**config.mk**
```make
export PLATFORM = sky130hd
export DESIGN_NAME = cdb_arbiter
export DESIGN_NICKNAME = d
export VERILOG_FILES = /design/src/rtl/cdb_arbiter.sv
export SDC_FILE = /design/constraint.sdc
export NUM_CORES = 1
export LEC_CHECK = 0
export CAP_MARGIN = 30
export CORE_ASPECT_RATIO = 0.7
export CORE_MARGIN = 10
export CORE_UTILIZATION = 38
export DETAILED_ROUTE_END_ITERATION = 8
export PLACE_DENSITY = 0.86
export SLEW_MARGIN = 20
export SYNTH_ARGS = -nofsm -noshare
export SYNTH_HDL_FRONTEND = slang
export SYNTH_SLANG_ARGS = --single-unit
```
**constraint.sdc**
```tcl
create_clock -name clk -period 2.8 [get_ports clk]
set_clock_uncertainty 0.15 [all_clocks]
set_input_delay 0.42 -clock clk [delete_from_list [all_inputs] [get_ports clk]]
set_output_delay 0.42 -clock clk [all_outputs]
set_load 0.05 [all_outputs]
```
**src/rtl/cdb_arbiter.sv**
```systemverilog
// Common Data Bus arbiter: grants one producer per cycle, registers and broadcasts its result.
// Define CDB_ARB_RR_EN for round-robin arbitration; the default build uses fixed priority (index 0 first).
module cdb_arbiter #(
  parameter int NUM_REQ           = 3,
  parameter int BW_TAG            = 4,
  parameter int BW_PROCESSOR_DATA = 32,
  parameter int BW_CNT            = 16
) (
  input  logic                                   clk,
  input  logic                                   rst,
  input  logic [NUM_REQ-1:0]                     i_req_valid,
  output logic [NUM_REQ-1:0]                     o_req_ready,
  input  logic [NUM_REQ*BW_TAG-1:0]              i_req_tag,
  input  logic [NUM_REQ*BW_PROCESSOR_DATA-1:0]   i_req_data,
  input  logic [NUM_REQ-1:0]                     i_req_spec,
  input  logic                                   i_branch_valid,
  input  logic                                   i_branch_correct_prediction,
  output logic                                   o_cdb_valid,
  output logic [BW_TAG-1:0]                      o_cdb_tag,
  output logic [BW_PROCESSOR_DATA-1:0]           o_cdb_data,
  output logic                                   o_cdb_spec,
  output logic [BW_CNT-1:0]                      o_bcast_cnt
);

  localparam int IDX_W = (NUM_REQ > 1) ? $clog2(NUM_REQ) : 1;

  logic                         mispredict_s;
  logic                         correct_s;
  logic [NUM_REQ-1:0]           kill_s;
  logic [NUM_REQ-1:0]           elig_s;
  logic [NUM_REQ-1:0]           grant_s;
  logic                         grant_any_s;
  logic [IDX_W-1:0]             grant_idx_s;

  logic                         cdb_valid_q, cdb_valid_d;
  logic [BW_TAG-1:0]            cdb_tag_q, cdb_tag_d;
  logic [BW_PROCESSOR_DATA-1:0] cdb_data_q, cdb_data_d;
  logic                         cdb_spec_q, cdb_spec_d;
  logic [BW_CNT-1:0]            bcast_cnt_q, bcast_cnt_d;

  assign mispredict_s = i_branch_valid & ~i_branch_correct_prediction;
  assign correct_s    = i_branch_valid & i_branch_correct_prediction;
  // A mispredict makes every speculative requester ineligible in the same cycle.
  assign kill_s       = i_req_spec & {NUM_REQ{mispredict_s}};
  assign elig_s       = i_req_valid & ~kill_s;

`ifdef CDB_ARB_RR_EN
  logic [IDX_W-1:0] ptr_q, ptr_d;

  // Round-robin search starting at the pointer, wrapping modulo NUM_REQ.
  always_comb begin
    grant_any_s = 1'b0;
    grant_idx_s = '0;
    for (int i = 0; i < NUM_REQ; i++) begin
      if (!grant_any_s && elig_s[(int'(ptr_q) + i) % NUM_REQ]) begin
        grant_any_s = 1'b1;
        grant_idx_s = IDX_W'((int'(ptr_q) + i) % NUM_REQ);
      end else begin
        grant_any_s = grant_any_s;
      end
    end
  end

  // Pointer moves past the winner; it stays put when nothing is granted.
  always_comb begin
    ptr_d = ptr_q;
    if (grant_any_s) begin
      ptr_d = (grant_idx_s == IDX_W'(NUM_REQ - 1)) ? IDX_W'(0) : grant_idx_s + IDX_W'(1);
    end else begin
      ptr_d = ptr_q;
    end
  end

  // Round-robin pointer register.
  always_ff @(posedge clk or posedge rst) begin
    if (rst) begin
      ptr_q <= '0;
    end else begin
      ptr_q <= ptr_d;
    end
  end
`else
  // Fixed priority: the lowest eligible index wins, so loads go first.
  always_comb begin
    grant_any_s = 1'b0;
    grant_idx_s = '0;
    for (int i = 0; i < NUM_REQ; i++) begin
      if (!grant_any_s && elig_s[i]) begin
        grant_any_s = 1'b1;
        grant_idx_s = IDX_W'(i);
      end else begin
        grant_any_s = grant_any_s;
      end
    end
  end
`endif

  // One-hot ready, suppressed while reset is held.
  always_comb begin
    grant_s = '0;
    if (grant_any_s && !rst) begin
      grant_s[grant_idx_s] = 1'b1;
    end else begin
      grant_s = '0;
    end
  end

  assign o_req_ready = grant_s;

  // Next broadcast: load the winner, otherwise drop valid and hold tag/data.
  always_comb begin
    cdb_valid_d = grant_any_s;
    cdb_tag_d   = cdb_tag_q;
    cdb_data_d  = cdb_data_q;
    bcast_cnt_d = bcast_cnt_q;
    if (grant_any_s) begin
      cdb_tag_d   = i_req_tag[grant_idx_s*BW_TAG +: BW_TAG];
      cdb_data_d  = i_req_data[grant_idx_s*BW_PROCESSOR_DATA +: BW_PROCESSOR_DATA];
      cdb_spec_d  = i_req_spec[grant_idx_s] & ~correct_s;
      bcast_cnt_d = bcast_cnt_q + BW_CNT'(1);
    end else begin
      // Any resolution of the single branch level ends speculation of the held result.
      cdb_spec_d  = cdb_spec_q & ~i_branch_valid;
    end
  end

  // Broadcast register and counter.
  always_ff @(posedge clk or posedge rst) begin
    if (rst) begin
      cdb_valid_q <= 1'b0;
      cdb_tag_q   <= '0;
      cdb_data_q  <= '0;
      cdb_spec_q  <= 1'b0;
      bcast_cnt_q <= '0;
    end else begin
      cdb_valid_q <= cdb_valid_d;
      cdb_tag_q   <= cdb_tag_d;
      cdb_data_q  <= cdb_data_d;
      cdb_spec_q  <= cdb_spec_d;
      bcast_cnt_q <= bcast_cnt_d;
    end
  end

  assign o_cdb_valid = cdb_valid_q;
  assign o_cdb_tag   = cdb_tag_q;
  assign o_cdb_data  = cdb_data_q;
  assign o_cdb_spec  = cdb_spec_q;
  assign o_bcast_cnt = bcast_cnt_q;

endmodule

```
### Cell density map, run 1

Drawn at 3 px/um. The die is cut into 12 by 9 equal tiles; white is low, dark blue is high, 0 to 100% covered.
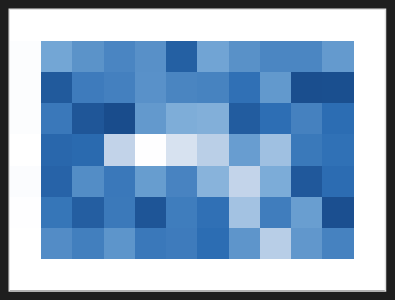
fullest tile: 89%
nearly empty tiles: 36%
mean over tiles: 41%
final core utilization: 66.6%
total core area: 7380 sq um
Core Density at Floorplan: 39.7%

### Floorplan with the power grid, run 1

Drawn at 3 px/um. Pins as bars on the die edge. Tap cells in grey.
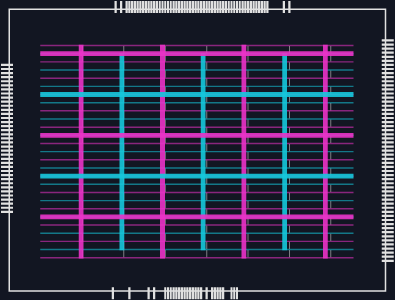
[magenta] VSS
[cyan] VDD
met4 straps: 7
met1 rails: 27
width of the die: 125 um
Die H: 93.5 um

### Sequential cells coloured by netlist name, run 1

Drawn at 4 px/um. Other sequential cells in the stronger grey, the rest of the logic in the fainter grey.
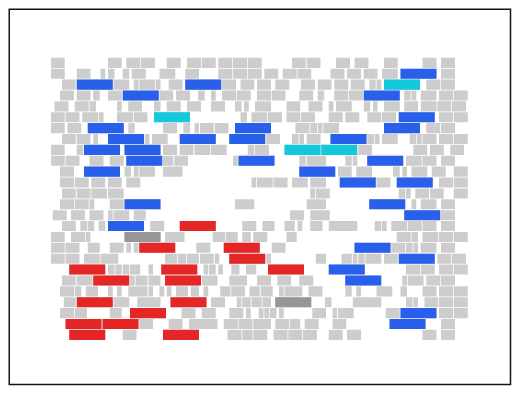
[blue] `o_cdb_data` | flops: 32
[red] `o_bcast_cnt` | flops: 16
[cyan] `o_cdb_tag` | flops: 4
not coloured: 2
sequential share of cell area: 27.5%
total sequential power: 1.01 mW
Storage cell area: 1350 sq um

### Signal wires by layer, run 1

Drawn at 4 px/um.
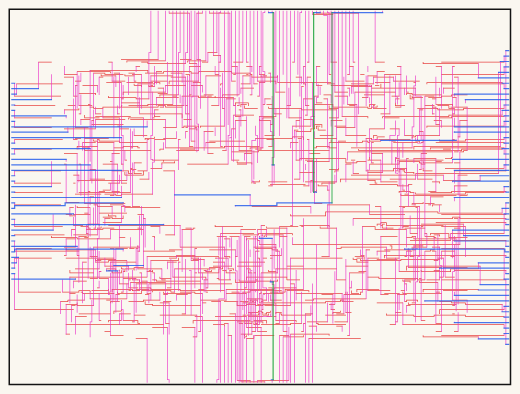
[magenta] M2 | wire length: 4940 um
[red] M1 | wire length: 4180 um
[green] M4 | wire length: 155 um
[blue] M3 | wire length: 804 um

==> notes.md, run 1 <==
Notes from the flow run.

Outcome:
- The run finished with clean final reports.

Layout:
- The run gives the finished layout cell area as 4920 sq um.
- According to the finish report, the design has a final net count of approximately 570.
- The run gives the most instantiated logic cell after routing as clkdlybuf4s50_1.
- From synthesis to final layout, the design area changed by 68.0%.
- The run gives the area taken by multi-input logic gates as 1510 sq um.
- The run gives the antenna cell count as 0.
- The run puts the final cell count without fillers at between 500 and 600.
- The run puts the fill cell total of the finished layout at about 610.
- Per the final layout report, the fraction of cells sized above drive strength 1 comes to between 10% and 20%.
- Ranking logic cells in the layout by count gives the top entries 171 x clkdlybuf4s50_1, 54 x dfrtp_1, 43 x nand2_1, 37 x mux2_2.

Die:
- The run gives the I/O pin count as between 150 and 200.
- The run puts the number of core rows at 26.

Setup path:
- The run gives the dominant delay contributor by cell family on the critical path as buffers and inverters.
- The run puts the largest fanout on the critical path at 4.
- For the worst reg-to-reg path, the startpoint reported by OpenROAD is o_bcast_cnt[3]$_DFFE_PP0P_.
- The run gives the capturing element type of the critical path as a primary output.
- The report lists the cells along the critical path as clkdlybuf4s50_1 -> nand3b_1 -> a22oi_2 -> nor3b_2 -> buf_12.
- The worst setup path is launched from an input pin.
- The run gives the largest incremental delay on the critical path as 0.54 ns.
- Per the post-run analysis, buffers plus inverters along the critical path come to 2.
- Data on the critical path is required at its endpoint by 2.23 ns.
- The run puts the critical path data arrival time at 1.86 ns.
- The run gives the cell with the biggest individual delay on the critical path as clkdlybuf4s50_1.
- The most critical setup path has its startpoint at i_branch_valid.
- The worst setup path is of the input pin to primary output kind.

Timing:
- Setup total negative slack on the finished layout was measured at 0 ns.
- The run puts the tightest slew margin relative to the limit at 53.7%.
- The final hold violation count recorded for this run is 0.
- The run gives the number of max-slew violations in the final report as 0.
- The run gives the worst-case setup margin in the final layout as 0.370 ns.
- Setup repair after global routing left no endpoint under its margin.
- The run puts the part of the cycle the worst path needs at 86.8%.
- The run puts the fmax at around 0.41 GHz.
- The run puts the slew at the pin closest to its max-slew limit at 0.695 ns.
- The worst path needs 2.43 ns of the cycle, external delays included.

Pwr:
- The run gives the proportion of power drawn by combinational gates as 46.4%.
- The run gives the switching power as 1.11 mW.
- The run puts the maximum resistive drop on vdd at 0.000536 V.
- Internal power comes to 1.65 mW.
- The run gives the leakage power total as 2.16 nW.
- The run gives the fraction of power consumed by sequential logic as 36.8%.
- The run gives the overall power as 2.75 mW.
- Per the summary, power density relative to cell area is about 560 nW/um^2.
- The run gives the net switching fraction of the power as 40.3%.

Clocking:
- In this run the clock root is driven by a clkbuf_8.
- The run gives the buffer depth of the longest clock path as 2.
- Counting every sink on the clock net gives between 50 and 60.
- TritonCTS built the clock tree.
- After clock tree synthesis, the repair step resized 0 gates.
- The report puts the hold buffer count at CTS at 0.
- The run puts the clock transition at the registers of the reported paths at 0.10 ns.
- The run puts the number of CTS-inserted buffers at 5.
- The later pin in the worst-skew pair is clocked with a latency of 0.30 ns.
- The run gives the deepest level of the CTS H-tree as 2.

Logic synthesis:
- After synthesis, flip-flops and latches occupy 46.1% of the total area.
- The run gives the synthesized netlist cell count as 277.
- The run gives the synthesized net count as 396.
- The share of synthesized area in the top cell type comes to 46.1%.
- The run puts the post-synth area from yosys stat at a little under 3000 sq um.
- The run gives the yosys synthesis warning count as 0.
- The run gives the area of the mapped netlist as 2930 sq um.
- Yosys attributes the largest share of cell area to dfrtp_1 46%, mux2_2 14%, mux2i_1 12%, o21ai_0 6.2%, nand2_1 5.6%.
- The synthesized design spends more area on one cell type than any other, namely dfrtp_1.
- Dividing the synthesized area by the synthesized cell count gives around 11 sq um.
- The run gives the total cells reported by yosys after synthesis as 277.

Run:
- The run gives the warning total across the stage logs as 26.
- The tool flagged a number of max-cap violations equal to 0.

Route:
- The run puts the count of routing violations after the opening detailed-route iteration at approximately 87.
- The run puts the final routed wirelength across all metal layers at 10100 um.
- The run gives the length of the first detailed-routing pass in iterations as 4.
- The run gives the total vias in the final route as 2749.
- The routed layout reports a DRC error count of 0.
- Per the post-route antenna check, the number of violating nets is 0.

Global route:
- The run puts the maximum number of pins on one net before global-route repair at 75.
- The number of global-route vias before repair came to 2948.
- The number of antenna violations at the first check in global routing was 0.
- The run gives the final global-route overflow total as 0.
- The run gives the global-route total usage across every layer as 16.1%.
- The first global-routing pass estimated 15300 um of wire.

Min path:
- In this run the worst hold path is classified as register to register.
- Per the hold report, the tightest min-delay path originates at o_bcast_cnt[9]$_DFFE_PP0P_.

Place:
- The run gives the routability congestion estimate as ~0.90.
- The run gives the count of input and output buffers as 174.
- The run gives the estimated wirelength of the detail-placed design as 8200 um.
- The run gives the cell count after placement as 540.
- The run puts the setup slack after placement at 0.248 ns.
- The run puts the post-placement cell area at 4820 sq um.
==> run 1: path summary, 6_finish.rpt <==
check | slack (ns) | cells after the start | end
worst min-delay path | 0.35 | 1 | o_bcast_cnt[9]$_DFFE_PP0P_
worst min register to register | 0.35 | 1 | o_bcast_cnt[9]$_DFFE_PP0P_
min in group asynchronous | 0.59 | 3 | o_bcast_cnt[12]$_DFFE_PP0P_
max in group asynchronous | 1.46 | 3 | o_cdb_data[5]$_DFFE_PP0P_
worst max-delay path | 0.37 | 5 | o_req_ready[2]
worst max register to register | 0.82 | 5 | o_bcast_cnt[15]$_DFFE_PP0P_
==> run 1: cell families after synthesis <==
kind of cell	synth area share [%]
flip-flops	46.1
AND/OR/NAND/NOR	11.7
AND-OR/OR-AND	7.43
XOR/XNOR	4.74
adder cells (fa/ha/maj)	0.427
buffers and inverters	2.99
multiplexers	26.5
==> run 1: sequential cells by signal, indices dropped and copies added, names as in the netlist <==
register and count:
o_bcast_cnt 16, o_cdb_data 32, o_cdb_spec 1, o_cdb_tag 4
o_cdb_valid 1
==> run 1: through the flow <==
stage	hold WS, ns	util, %
6_report	0.348	66.6
5_1_grt	0.365	66.6
4_1_cts	0.349	66.6
3_5_place_dp	0.330	65.3
3_3_place_gp	0.329	65.3
2_1_floorplan	0.380	-
==> run 1: power groups by stage <==
stage	clock network (mW)	logic (mW)	registers [mW]
2_1_floorplan	0	0.319	1.46
3_3_place_gp	0	1.27	1.02
3_5_place_dp	0	1.29	1.03
5_1_grt	0.516	1.35	1.04
4_1_cts	0.480	1.29	1.02
6_report	0.462	1.28	1.01
==> run 1: worst register-to-register path, stage by stage (launching register included) <==
cell	delay (ns)
dfrtp_1	0.46
and4_4	0.28
and3_4	0.20
nand4_2	0.13
or4b_4	0.51
xnor2_2	0.14
==> run 1: per-layer routing <==
layer	up-vias	global-route usage, %	wire length [um]
li1	1317	-	-
met1	1314	18.4	4180
met2	110	28.6	4940
met3	8	5.70	804
met4	0	3.63	155
met5	-	0	0
==> run 1: cell type report <==
| cell class | count | share of cell area [%] |
|---|---|---|
| Inverter | 4 | 0.305 |
| Multi-Input combinational cell | 203 | 30.6 |
| Timing Repair Buffer | 181 | 37.1 |
| Tap cell | 98 | 2.49 |
| Clock buffer | 6 | 1.68 |
| Clock inverter | 2 | 0.331 |
| Sequential cell | 54 | 27.5 |
==> run 1: synth_stat cells <==
master     n
nand4_2    1
buf_1      1
o22ai_1    1
a222oi_1   1
buf_2      7
and3_1     2
inv_1      4
mux2i_1   36
mux2_2    37
ha_1       1
a311oi_1   1
a22oi_1    1
nand3b_1   4
dfrtp_1   54
xnor2_2    1
xnor2_1    7
and4_4     1
a21oi_1    1
nand4_1    2
or4b_4     1
buf_4      1
clkbuf_1   7
nor3_1     1
nand2_1   44
o21ai_0   36
and3_4     1
nor2_1    10
nand3_1    5
nor3b_1    1
xor2_1     7
## Run 2: what changed since run 1
--- a/config.mk
+++ b/config.mk
@@ -5,7 +5,6 @@
 export SDC_FILE = /design/constraint.sdc
 export NUM_CORES = 1
 export LEC_CHECK = 0
-export CAP_MARGIN = 30
 export CORE_ASPECT_RATIO = 0.7
 export CORE_MARGIN = 10
 export CORE_UTILIZATION = 38
### Floorplan with the power grid, run 2

Drawn at 3 px/um. Pins as bars on the die edge. Tap cells in grey.
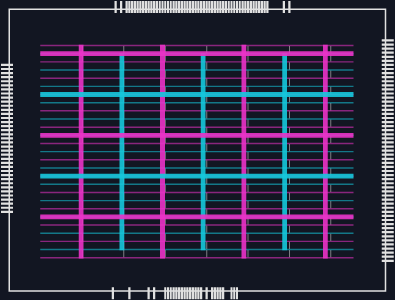
[cyan] VDD
[magenta] VSS
rows: 26
met5 straps: 5
met4 straps: 7
tap cells: 98
met1 rails: 27
worst IR drop on VDD: 0.000536 V

==> run 2 against run 1 <==
Sequential power about the same. Clock power about the same. Flip-flop count unchanged. Via count stayed put. Clock-buffer cell count unchanged. Final cell count unchanged. Global-route usage unchanged. Die size is the same. First-iteration DRC count unchanged. Synthesized cell count did not move. Critical endpoint unchanged. Highest routed layer unchanged.
==> notes.md, run 2 <==
Notes from the flow run.

Logic synthesis:
- The run puts the top-area cell type share of the netlist area at 46.1%.
- The run gives the count of unique library cells instantiated by Yosys as 30.
- For reference, the top cells by area after synthesis are dfrtp_1 46%, mux2_2 14%, mux2i_1 12%, o21ai_0 6.2%, nand2_1 5.6%.
- After synthesis, the chip area reported by Yosys is 2930 sq um.
- The run puts the number of flops mapped to enable cells by yosys at 0.
- Summing every instance area after synthesis gives 2930 sq um.
- The run puts the synthesized net count at between 300 and 400.
- Ranked by instance count, the synthesized netlist is headed by 54 x dfrtp_1, 44 x nand2_1, 37 x mux2_2.
- The run gives the dominant register cell as dfrtp_1.
- The run puts the mean area per synthesized cell at 10.6 sq um.
- Per the Yosys statistics, synthesis produced 277 cells.
- For this run the top cell type by instance count after synthesis was dfrtp_1.
- dfrtp_1 takes more of the synthesized area than any other cell.
- The run gives the yosys synthesis warning count as 0.
- Per Yosys stat, the portion of area used by sequential elements is between 40% and 50%.
- The run gives the synthesized netlist cell count as around 280.
- The synthesis report gives the async set-or-reset register share as 100%.
- Per the synth log, the flip-flop and latch total comes to 54.

Timing:
- The run gives the shortest period the worst path allows as between 2 and 2.5 ns.
- Per the slew report, the remaining headroom to the max-slew limit stands at 53.7%.
- The run gives the summed negative setup slack over all endpoints as 0 ns.
- At the pin with the least slew margin, the transition time is 0.695 ns.
- Setup violations remaining at the end of the flow were counted as 0.
- Per the final timing report, the hold violations number 0.
- Of the available clock period, the critical path in the final layout requires 86.8%.
- Setup repair after global routing left no endpoint under its margin.
- Pins over their slew limit in the final report were tallied at 0.
- The run puts the fmax at ~0.41 GHz.

Layout:
- The run puts the number of flip-flops in the largest register at 32.
- The run gives the synthesis-to-finish area growth as 68.0%.
- The most common logic cell in the final layout is clkdlybuf4s50_1.
- The run gives the antenna cell count as 0.
- The run puts the number of nets in the layout at around 570.
- The run gives the fraction of layout instances using a drive strength above 1 as 14.4%.
- The library cells used most frequently in the layout, excluding fill and tap cells, are 171 x clkdlybuf4s50_1, 54 x dfrtp_1, 43 x nand2_1, 37 x mux2_2.
- Per the layout report, the design carries 605 filler cells.
- The run gives the final core utilization as 66.6%.

Die:
- Pin placement for this block handled between 150 and 200 I/O pins.
- The run puts the chip area at approximately 12000 sq um.
- The run gives the starting density of the core as 39.7%.
- The run puts the core outline area at 7380 sq um.
- The run puts the vertical extent of the die at 93.5 um.
- The run gives the number of core rows as 26.
- The horizontal die dimension reported for this design is 125 um.

Route:
- The run puts the DRC violation count after routing at 0.
- The run puts the count of routing violations after the opening detailed-route iteration at about 87.
- The run gives the length of the first detailed-routing pass in iterations as 4.
- The run gives the final antenna-violating net count as 0.
- The run gives the wire length per cell after detailed routing as between 15 and 20 um.
- The run gives the total vias in the final route as about 2700.
- The routed design has slightly above 10000 um of wire.
- For this run, the detailed router reports a per-instance via density of 5.02.

Global route:
- Entering global routing, the biggest net connects between 70 and 80 pins.
- The run gives the busiest metal layer after global routing as met2.
- The first global-routing pass estimated 15300 um of wire.
- The number of antenna violations at the first check in global routing is 0.
- The run puts the met2 global-route usage at 28.6%.
- The run gives the fraction of met3 tracks used by global routing as 5.70%.
- Per the GRT congestion report, total overflow comes to 0.
- The run gives the met1 routing resource usage after global routing as 18.4%.
- The run gives the number of global-route vias before repair as 2948.
- The run gives the global-route total usage across every layer as 16.1%.

Setup path:
- The run gives the type of the worst setup path as input pin to primary output.
- The run gives the count of buffering cells on the critical path with inverters included as 2.
- The run gives the cell with the biggest individual delay on the critical path as clkdlybuf4s50_1.
- Per the timing report, the most critical flop-to-flop path originates at o_bcast_cnt[3]$_DFFE_PP0P_.
- The worst setup path is captured at a primary output.
- In this run the critical path is formed by clkdlybuf4s50_1 -> nand3b_1 -> a22oi_2 -> nor3b_2 -> buf_12.
- STA classifies the critical path startpoint as an input pin.
- The run puts the largest fanout on the critical path at 4.
- On the critical path the largest part of the delay comes from buffers and inverters.
- The run puts the critical path data arrival time at 1.86 ns.
- The run puts the largest incremental delay on the critical path at between 0.5 and 0.6 ns.
- The critical path starts at i_branch_valid.
- The run puts the reg2reg setup slack at a little over 0.8 ns.
- Data on the critical path is required at its endpoint by 2.23 ns.

Clocking:
- The tree is rooted in a clkbuf_8.
- The run puts the buffer depth of the longest clock path at 2.
- The run puts the total of cells resized after clock tree synthesis at 0.
- Clock latency on the worst-skew pair, taken at its later pin, is 0.30 ns.
- The run puts the deepest level of the CTS H-tree at 2.
- The run gives the post-CTS setup buffer count as 0.
- The run gives the number of CTS-inserted buffers as 5.
- The run gives the clock tree from TritonCTS as done.
- The run gives the number of buffers inserted for hold repair after clock tree synthesis as 0.
- The run gives the clock sink count as about 54.
- The run gives the clock transition at the registers of the reported paths as 0.10 ns.

Pwr:
- The run gives the clock share of power as 16.8%.
- The run gives the fraction of power consumed by sequential logic as 36.8%.
- The run gives the leakage power total as 2.16 nW.
- Per the summary, power density relative to cell area is 560 nW/um^2.
- The run puts the net switching fraction of the power at 40.3%.
- The run gives the overall power as roughly 2.8 mW.
- The run gives the switching power as 1.11 mW.
- The run gives the internal power as 1.65 mW.
- The run gives the proportion of power drawn by combinational gates as between 40% and 50%.

Place:
- Summed over all nets, the half-perimeter wirelength after detailed placement is 8200 um.
- The run puts the routability congestion estimate at 0.905.
- The run puts the count of input and output buffers at 174.

Outcome:
- The run finished with clean final reports.

Min path:
- In this run the most critical hold path is launched from o_bcast_cnt[9]$_DFFE_PP0P_.
- The run gives the class of the tightest hold or removal check as register to register.

Run:
- The run gives the warning total across the stage logs as 26.
- The run gives the reported max-cap violation count as 0.
### Clock nets, run 2

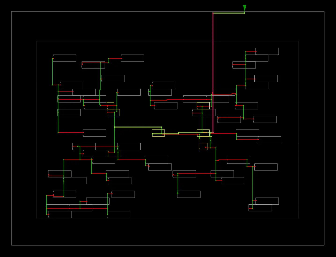
Clock Power: 0.462 mW
number of sequential cells: 54

run 2: cell counts after synthesis:
Identical to the previous run, type by type.
run 2: metrics by stage:
step / instance area, sq um / worst slack (ns) / hold WS, ns / std cells
after global routing: 4920 / 0.261 / 0.365 / 548
after CTS: 4920 / 0.365 / 0.349 / 548
after detailed placement: 4820 / 0.248 / 0.330 / 540
after floorplan: 2930 / 0.0345 / 0.380 / 277
after global placement: 4820 / 0.349 / 0.329 / 540
final: 4920 / 0.370 / 0.348 / 548
run 2: kinds of logic after synthesis:
| family | share of synthesized area, % |
|---|---|
| muxes | 26.5 |
| and+or+nand+nor | 11.7 |
| DFF | 46.1 |
| AOI/OAI and AO/OA | 7.43 |
| buffers and inverters | 2.99 |
| xor gates and xnor gates | 4.74 |
| adders and majority gates | 0.427 |
run 2: layout make-up:
cell class                 count  area, sq um  area share [%]
clock buffer                   6         82.6            1.68
clock inverter                 2         16.3           0.331
inverter                       4         15.0           0.305
multi-input combinational    203         1510            30.6
sequential                    54         1350            27.5
tap                           98          123            2.49
timing repair buffer         181         1820            37.1
run 2: worst paths after layout:
kind                                                    end  depth (start not counted)
worst min register to register   o_bcast_cnt[9]$_DFFE_PP0P_                          1
worst max register to register  o_bcast_cnt[15]$_DFFE_PP0P_                          5
min in group asynchronous       o_bcast_cnt[12]$_DFFE_PP0P_                          3
worst min-delay path             o_bcast_cnt[9]$_DFFE_PP0P_                          1
max in group asynchronous         o_cdb_data[5]$_DFFE_PP0P_                          3
worst max-delay path                         o_req_ready[2]                          5
run 2: power by group through the flow:
stage / combinational [mW] / clock (mW) / sequential [mW]
2_1_floorplan: 0.319 / 0 / 1.46
3_3_place_gp: 1.27 / 0 / 1.02
3_5_place_dp: 1.29 / 0 / 1.03
4_1_cts: 1.29 / 0.480 / 1.02
5_1_grt: 1.35 / 0.516 / 1.04
6_report: 1.28 / 0.462 / 1.01
run 2: routing by layer:
metal | share of wire [%] | up-vias
met4 | 1.5 | 0
met1 | 41 | 1314
met2 | 49 | 110
met3 | 8.0 | 8
li1 | - | 1317
met5 | 0 | -
run 2: worst register-to-register path, cell delays in order (launching register included):
cell and delay, ns:
dfrtp_1 0.46, and4_4 0.28, and3_4 0.20, nand4_2 0.13
or4b_4 0.51, xnor2_2 0.14
## Run 3: what changed since run 2
--- a/config.mk
+++ b/config.mk
@@ -5,6 +5,7 @@
 export SDC_FILE = /design/constraint.sdc
 export NUM_CORES = 1
 export LEC_CHECK = 0
+export CAP_MARGIN = 10
 export CORE_ASPECT_RATIO = 0.7
 export CORE_MARGIN = 10
 export CORE_UTILIZATION = 38
### Sequential cells coloured by netlist name, run 3

Drawn at 4 px/um. Other sequential cells in the stronger grey, the rest of the logic in the fainter grey.
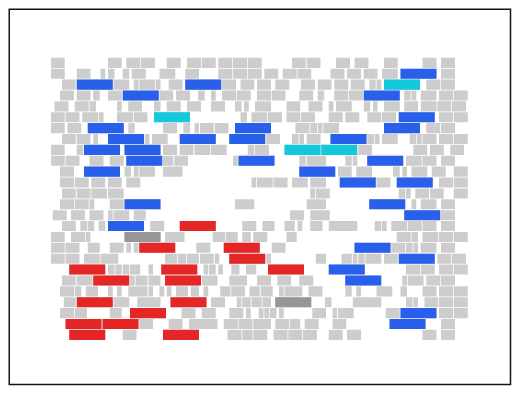
[red] `o_bcast_cnt` | flops: 16
[cyan] `o_cdb_tag` | flops: 4
[blue] `o_cdb_data` | flops: 32

### Floorplan with the power grid, run 3

Drawn at 3 px/um. Pins as bars on the die edge. Tap cells in grey.
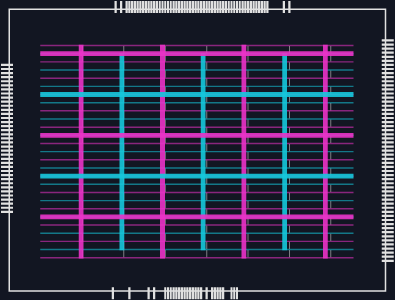
[magenta] VSS
[cyan] VDD
met1 rails: 27
met4 straps: 7

==> run 3 against run 2 <==
Synthesized cell count stayed put. Area after synthesis stayed put. Total power stayed put. Fmax stayed put. Wire length stayed put. Cell area stayed put. Final cell count stayed put. Critical path depth stayed put. Hold slack stayed put. Utilization stayed put. Combinational power hardly changed.
==> notes.md, run 3 <==
Notes from the flow run.

Run:
- The run gives the reported max-cap violation count as 0.

Setup path:
- Data arrives at the worst endpoint at 1.86 ns.
- The startpoint identified for the worst register-to-register timing path is o_bcast_cnt[3]$_DFFE_PP0P_.
- The run gives the required time at the endpoint of the critical path as 2.23 ns.
- Looking at the reg2reg group, the worst path ends at o_bcast_cnt[15]$_DFFE_PP0P_.
- The cell sequence reported for the critical path is clkdlybuf4s50_1 -> nand3b_1 -> a22oi_2 -> nor3b_2 -> buf_12.
- The run puts the largest incremental delay on the critical path at 0.54 ns.
- For reference, the most critical setup path is categorized as input pin to primary output.
- The run gives the capturing element type of the critical path as a primary output.
- The run gives the reg2reg setup slack as a little over 0.8 ns.
- The run gives the cell with the biggest individual delay on the critical path as clkdlybuf4s50_1.
- The run puts the cell count of the worst reg-to-reg path at 5.
- The worst setup path is launched from an input pin.

Logic synthesis:
- The run gives the proportion of synthesized flip-flops having asynchronous set or reset as 100%.
- The gate-level netlist out of Yosys references 30 unique cell types.
- The commonest cells after synthesis are 54 x dfrtp_1, 44 x nand2_1, 37 x mux2_2.
- The synthesized design devotes to its leading area cell type 46.1% of total area.
- The run puts the area of the mapped netlist at 2930 sq um.
- The run gives the cell with the most instances after synthesis as dfrtp_1.
- Summed over all instances, the cell type with the most area after synthesis is dfrtp_1.
- The area recorded from the Yosys report for this design is 2930 sq um.
- The run puts the sequential fraction of the synthesis area at 46.1%.
- The run gives the number of flops mapped to enable cells by yosys as 0.
- The run gives the synthesized netlist cell count as 277.
- The run puts the count of state elements after synthesis at 54.

Clocking:
- The run gives the clock sink count as 54.
- Per the TritonCTS log, the buffer count is 5.
- Per the CTS log, the root buffer master is clkbuf_8.
- TritonCTS built the clock tree.
- The run gives the post-CTS setup buffer count as 0.
- As reported, the later end of the worst-skew pair has a clock insertion delay of 0.30 ns.

Min path:
- The most critical min-delay path falls under register to register.
- The run gives the startpoint of the tightest hold check path as o_bcast_cnt[9]$_DFFE_PP0P_.
- The run gives the worst-case hold path end point as o_bcast_cnt[9]$_DFFE_PP0P_.

Die:
- The die is 93.5 um tall.
- The run gives the I/O pin count as 175.
- The run gives the starting density of the core as 39.7%.

Global route:
- The run gives the global-route wire length before repair as 15300 um.
- The run gives the number of global-route vias before repair as 2948.
- The run gives the final global-route overflow total as 0.
- Total global-route track usage over all layers is 16.1%.
- The number of antenna violations at the first check in global routing is 0.

Timing:
- The run puts the number of max-slew violations in the final report at 0.
- The run gives the tightest slew margin relative to the limit as 53.7%.
- The run puts the part of the cycle the worst path needs at 86.8%.
- The run puts the fmax at 0.412 GHz.
- The run puts the shortest period the worst path allows at ~2.4 ns.
- The run puts the slew at the pin closest to its max-slew limit at around 0.69 ns.
- The most critical hold endpoint after final layout shows a slack of between 0.3 and 0.4 ns.
- The final layout reports a setup TNS of 0 ns.

Layout:
- The run gives the final cell count without fillers as 548.
- The run gives the fill cell total of the finished layout as ~610.
- The run gives the most instantiated logic cell after routing as clkdlybuf4s50_1.
- The run puts the final core utilization at about two thirds.
- The run gives the number of flip-flops in the largest register as 32.
- The run puts the synthesis-to-finish area growth at 68.0%.
- The run puts the number of nets in the layout at 568.
- In the layout the commonest cells are 171 x clkdlybuf4s50_1, 54 x dfrtp_1, 43 x nand2_1, 37 x mux2_2.

Route:
- In the post-route report, total wirelength is listed as 10100 um.
- For this block, the initial DRC count from the detailed router was a little under 90.
- For this run, the detailed router's first-pass iteration total came to 4.
- The run gives the DRC violation count after routing as 0.

Place:
- The run puts the estimated wirelength of the detail-placed design at 8200 um.
- In this run, placement finished with an instance count of 540.
- The run gives the routability congestion estimate as 0.905.

Pwr:
- The run gives the maximum resistive drop on vdd as 0.000536 V.
- The run gives the cell area power density as 560 nW/um^2.
- The run gives the leakage power total as 2.16 nW.

Outcome:
- The flow ran to the end, and the final reports show no timing, DRC or antenna violations.
[run 3: cell counts after synthesis]
Identical to the previous run, type by type.
[run 3: worst max-delay path: cells and delay by family]
family / cells / cell delay, ns
buffers and inverters: 2 / 0.72
and+or+nand+nor: 2 / 0.47
AOI/OAI and AO/OA: 1 / 0.24
[run 3: metrics by stage]
stage | instance area [sq um] | setup WS [ns]
6_report | 4920 | 0.370
5_1_grt | 4920 | 0.261
4_1_cts | 4920 | 0.365
3_5_place_dp | 4820 | 0.248
3_3_place_gp | 4820 | 0.349
2_1_floorplan | 2930 | 0.0345
[run 3: cell type report]
type	instances	area [sq um]	share of cell area [%]
flip-flops and latches	54	1350	27.5
well taps	98	123	2.49
repair buffers	181	1820	37.1
inverters	4	15.0	0.305
clock inverters	2	16.3	0.331
clock buffers	6	82.6	1.68
multi-input cells	203	1510	30.6
[run 3: how the worst max path moves through the flow]
stage,startpoint,end,slack [ns],depth (start not counted)
floorplan,rst,o_req_ready[0],0.03,2
global placement,i_branch_valid,o_cdb_spec$_DFF_PP0_,0.35,7
detailed placement,i_branch_valid,o_cdb_spec$_DFF_PP0_,0.25,7
CTS,i_branch_valid,o_req_ready[2],0.37,5
global route,i_branch_valid,o_req_ready[2],0.26,5
finish,i_branch_valid,o_req_ready[2],0.37,5
[run 3: metal layers]
metal | up-vias | share of wire (%) | GRT usage [%] | routed length, um
met4 | 0 | 1.5 | 3.63 | 155
met1 | 1314 | 41 | 18.4 | 4180
met5 | - | 0 | 0 | 0
met2 | 110 | 49 | 28.6 | 4940
li1 | 1317 | - | - | -
met3 | 8 | 8.0 | 5.70 | 804
[run 3: cell families (layout without fill, tap and decap cells)]
| family | after synthesis | after routing | share of synthesized area (%) |
|---|---|---|---|
| xor+xnor | 15 | 15 | 4.74 |
| simple gates | 73 | 73 | 11.7 |
| flops | 54 | 54 | 46.1 |
| compound gates | 41 | 41 | 7.43 |
| fa+ha+maj | 1 | 1 | 0.427 |
| buf+inv | 20 | 193 | 2.99 |
| mux | 73 | 73 | 26.5 |
[run 3: where the power goes]
group          internal (mW)  switching [mW]  total (mW)
Sequential             0.906           0.109        1.01
Clock                  0.204           0.258       0.462
Combinational          0.536           0.742        1.28
Total                   1.65            1.11        2.75
Power is estimated from default activity; no workload was simulated.
